Routed metal, one color a layer:
Drawn at 3 px/micron. Only two layers are drawn.
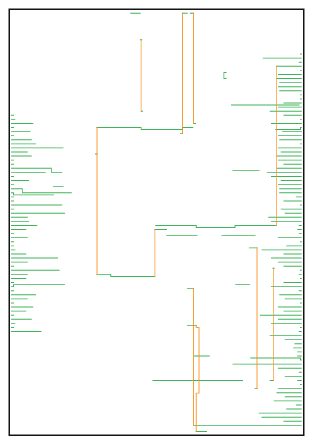
Routing congestion:
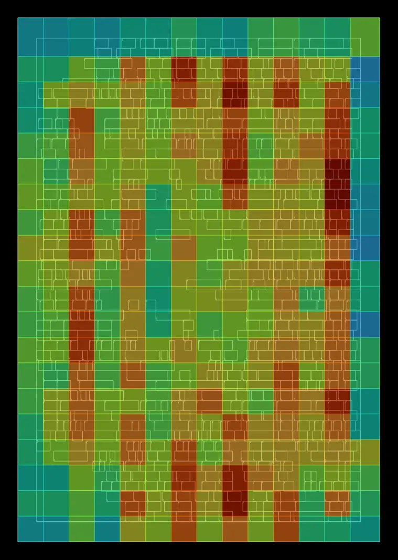
Selected gate families:
Drawn at 3 px/micron.
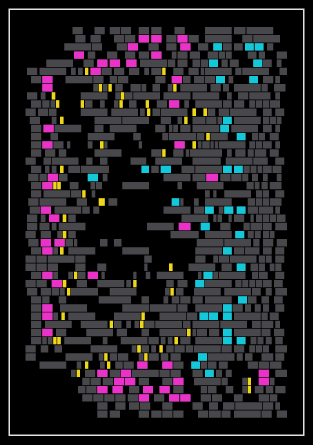
The metal 1 layer:
Drawn at 3 px/micron. Supply wires on this layer in gray.
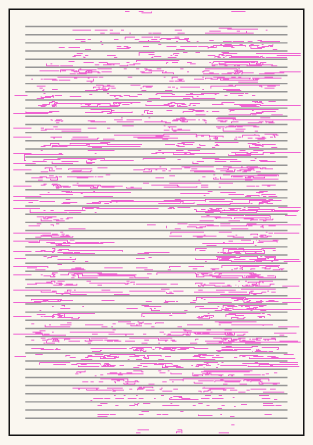
Design lsu_port_arbiter, sky130hd; sources not shown.
==> impl_metrics.toml <==
# synthesis and place-and-route metrics
[status]
outcome = "finished clean"

[clocking]
clock_tree_from_tritoncts = "built"
sinks_on_the_clock_net = 87
cts-root-buf = "sky130_fd_sc_hd__clkbuf_16"
clk_latency_ns = 0.33
clkTransAtPathRegs_ns = 0.06
cts_hold_buffers = 0
htree_levels = 3
bufs_on_longest_clock_path = 2
cts-buffers-inserted = 9

[place]
portBuffers = 250
gpl.final_weighted_congestion = 0.847
place_area_sq_mm = 0.00720
place.detailed.instances = 839
post-dp-hpwl_mm = 11.9

[die]
die_width_microns = 97.7
die_y_microns = 142
area_of_the_core_region_sq_mm = 0.0114
die-area_sq_mm = 0.0138
floorplan.io_pins = 251
floorplan.core_util_pct = 39.4
rows = 48

[timing]
fin_crit_ns = 2.17
max_freq_ghz = 0.460
timing.final.crit_share_pct = 99.2
rsz_0062_raised_after_global_routing = "yes"
hold_viol = 0
final_tally_of_max_slew_violations = 0
timing.max_slew.rel_slack_pct = 61.1
worst-slew-pin-transition_ns = 0.583
timing.clock.skew_ns = 0.00546
finalSetupViolCount = 0

[drt]
drt_first_iter_violations = 98
drt_first_pass_iters = 4
drcViolationCount = 0
vias_per_cell = 4.87
antenna_violating_nets_post_route = 0

[worst_setup_path]
timing.critical_path.fanout_max = 10
worstRegToRegCells = 7
timing.reg2reg.setup_slack_ns = 0.18
cp-start-kind = "flop"
end_kind = "primary output"
arrival_time_at_the_worst_endpoint_ns = 1.73
crit_type = "reg2out"
crit_required_ns = 1.75

[pwr]
combinationalPowerShare_pct = 54.6
powerDensity_mw_per_mm2 = 1350
p_int_w = 0.00619
sequentialPowerShare_pct = 29.5
total_switching_power_w = 0.00395
share_clk_of_total_power_pct = 15.9
peakVddDrop_mv = 0.773
swShare_pct = 39.0
power.leakage_nw = 3.85

[synthesis]
synth_warnings = 0
synthDominantCellAreaShare_pct = 47.9
post_synth_tally_of_flip_flops_with_integrated_enable = 0
ys_area_sq_mm = 0.00450
ys_top_cells_by_area = "sky130_fd_sc_hd__dfrtp_1, sky130_fd_sc_hd__mux2i_1, sky130_fd_sc_hd__buf_4"
synth_top_cell_by_count = "sky130_fd_sc_hd__dfrtp_1"
yosysUniqueCellTypes = 27
ys_async_sr_fraction_pct = 100
synth_top_cell_by_area = "sky130_fd_sc_hd__dfrtp_1"
post_synth_most_frequent_cells = "sky130_fd_sc_hd__dfrtp_1, sky130_fd_sc_hd__buf_4, sky130_fd_sc_hd__nand2_1, sky130_fd_sc_hd__mux2i_1, sky130_fd_sc_hd__o21ai_0"
synth.avg_cell_area_sq_um = 10.3
synth_sequential_area_ratio_pct = 48.4
ys.flops = 87
synth_cells = 438
yosysCellCount = 438
ys_dominant_reg_cell = "sky130_fd_sc_hd__dfrtp_1"
synthesis.area_sq_mm = 0.00450
syn_nets = 575

[global_routing]
gr-usage-met3_pct = 6.00
grt_antenna_before_repair = 0
grt_max_degree = 46
grt_first_pass_wirelength_mm = 23.1
grt-ovfl-total = 0
first_global_vias = 4469

[run]
drv_cap = 0
openroad.warnings = 32

[finish]
fraction_of_layout_cells_with_a_size_suffix_above_1_pct = 19.7
layout.nets = 842
final-comb-area_sq_mm = 0.00186
area.sequential_sq_mm = 0.00218
insertedDiodeCount = 0
stdcell_area_sq_mm = 0.00753
fillCellCount = 912
area_growth_pct = 67.5

[min_path]
holdCritPathClass = "in2async"
Back to the opening pictures, 'routed metal, one color a layer':
Green stands for metal 3, wire length 1,120 microns. Orange stands for metal 4, wire length 385 microns.
routed wire length: 14.7 mm
post-detailed-route wirelength per cell: 17.1 microns
global-route usage over all layers: 20.9%
vias after detailed routing: 4,188

Back to the opening pictures, 'routing congestion':
met2 demand-to-capacity share in global routing: 39.5%
most crowded layer after global routing: met2
post-layout util: 66.0%
met1 Usage GRT: 21.9%

Back to the opening pictures, 'selected gate families':
Yellow stands for NAND gates, cells 51. Cyan stands for AND-OR and OR-AND gates, cells 36, where a column on the right. Magenta stands for multiplexers, cells 49.
proportion of cell area occupied by multi-input gates: 24.6%
dominant logic cell type in the layout: sky130_fd_sc_hd__clkdlybuf4s50_1
final non-filler cell total: 860

Back to the opening pictures, 'the metal 1 layer':
The longest straight run is 28.5 microns. The layer holds 36% of the routed length. The wires run mostly horizontal. 730 nets have wire on it.

==> worst max-delay path, stage by stage, from the launching register on <==
cell	delay, ns
sky130_fd_sc_hd__dfrtp_1	0.41
sky130_fd_sc_hd__ha_4	0.20
sky130_fd_sc_hd__nor2b_4	0.23
sky130_fd_sc_hd__clkbuf_8	0.18
sky130_fd_sc_hd__and2_1	0.13
sky130_fd_sc_hd__clkdlybuf4s15_2	0.26
==> stage by stage <==
step / TNS [ns] / power (W) / worst slack [ns] / hold slack [ns]
2_1_floorplan: 0 / 0.00616 / 0.205 / 0.142
3_3_place_gp: -221.36 / 0.00831 / -2.39 / 0.455
3_5_place_dp: -20.21 / 0.00850 / -0.594 / 0.468
4_1_cts: -0.0670 / 0.0102 / -0.0395 / 0.110
5_1_grt: -0.311 / 0.0108 / -0.0486 / 0.146
6_report: 0 / 0.0101 / 0.0177 / 0.101
==> placed cells by master (no fill, tap or decap), types with 3 or more instances in the layout <==
cell type                         instances
sky130_fd_sc_hd__a22o_1                  32
sky130_fd_sc_hd__and2_1                  28
sky130_fd_sc_hd__and2_4                   6
sky130_fd_sc_hd__and3_1                  34
sky130_fd_sc_hd__buf_2                   19
sky130_fd_sc_hd__buf_4                   62
sky130_fd_sc_hd__buf_6                    9
sky130_fd_sc_hd__clkbuf_1                11
sky130_fd_sc_hd__clkbuf_16                9
sky130_fd_sc_hd__clkbuf_2                 9
sky130_fd_sc_hd__clkdlybuf4s15_2          6
sky130_fd_sc_hd__clkdlybuf4s50_1        176
sky130_fd_sc_hd__dfrtp_1                 84
sky130_fd_sc_hd__dlygate4sd2_1           36
sky130_fd_sc_hd__ha_1                     3
sky130_fd_sc_hd__inv_1                    5
sky130_fd_sc_hd__mux2i_1                 47
sky130_fd_sc_hd__nand2_1                 50
sky130_fd_sc_hd__nor2_1                   3
sky130_fd_sc_hd__o21ai_0                 47
==> cells by family (layout without fill, tap and decap cells) <==
kind of cell	Yosys count	after routing	share of synthesized area [%]
AOI/OAI and AO/OA	88	88	13.0
adders and majority gates	5	5	1.39
buffers and inverters	83	355	11.5
DFF	87	87	48.4
muxes	49	49	11.0
and+or+nand+nor	126	126	14.7
==> timing repair <==
item / CTS / global route
resized: 188 / 39
endpoints found under the setup margin: 71 / 47
cloned: 1 / 0
buffers inserted: 3 / 2
==> cell type report <==
cell class | count | area share [%]
buffer | 77 | 7.03
tap | 150 | 2.49
clock buffer | 9 | 2.99
timing repair buffer | 257 | 32.5
clock inverter | 7 | 1.20
multi-input combinational | 268 | 24.6
sequential | 87 | 28.9
inverter | 5 | 0.249
==> power groups by stage <==
stage	combinational, W	sequential [W]	clock [W]
global placement	0.00537	0.00293	0
finish	0.00554	0.00299	0.00161
global route	0.00604	0.00309	0.00171
floorplan	0.00335	0.00281	0
detailed placement	0.00551	0.00299	0
CTS	0.00555	0.00298	0.00164
==> routing by layer <==
metal  share of wire [%]  vias up
met1                  36     1989
li1                    -     1995
met4                 2.6        0
met3                 7.6       21
met5                   0        -
met2                  54      183
Power is estimated from default activity; no workload was simulated.
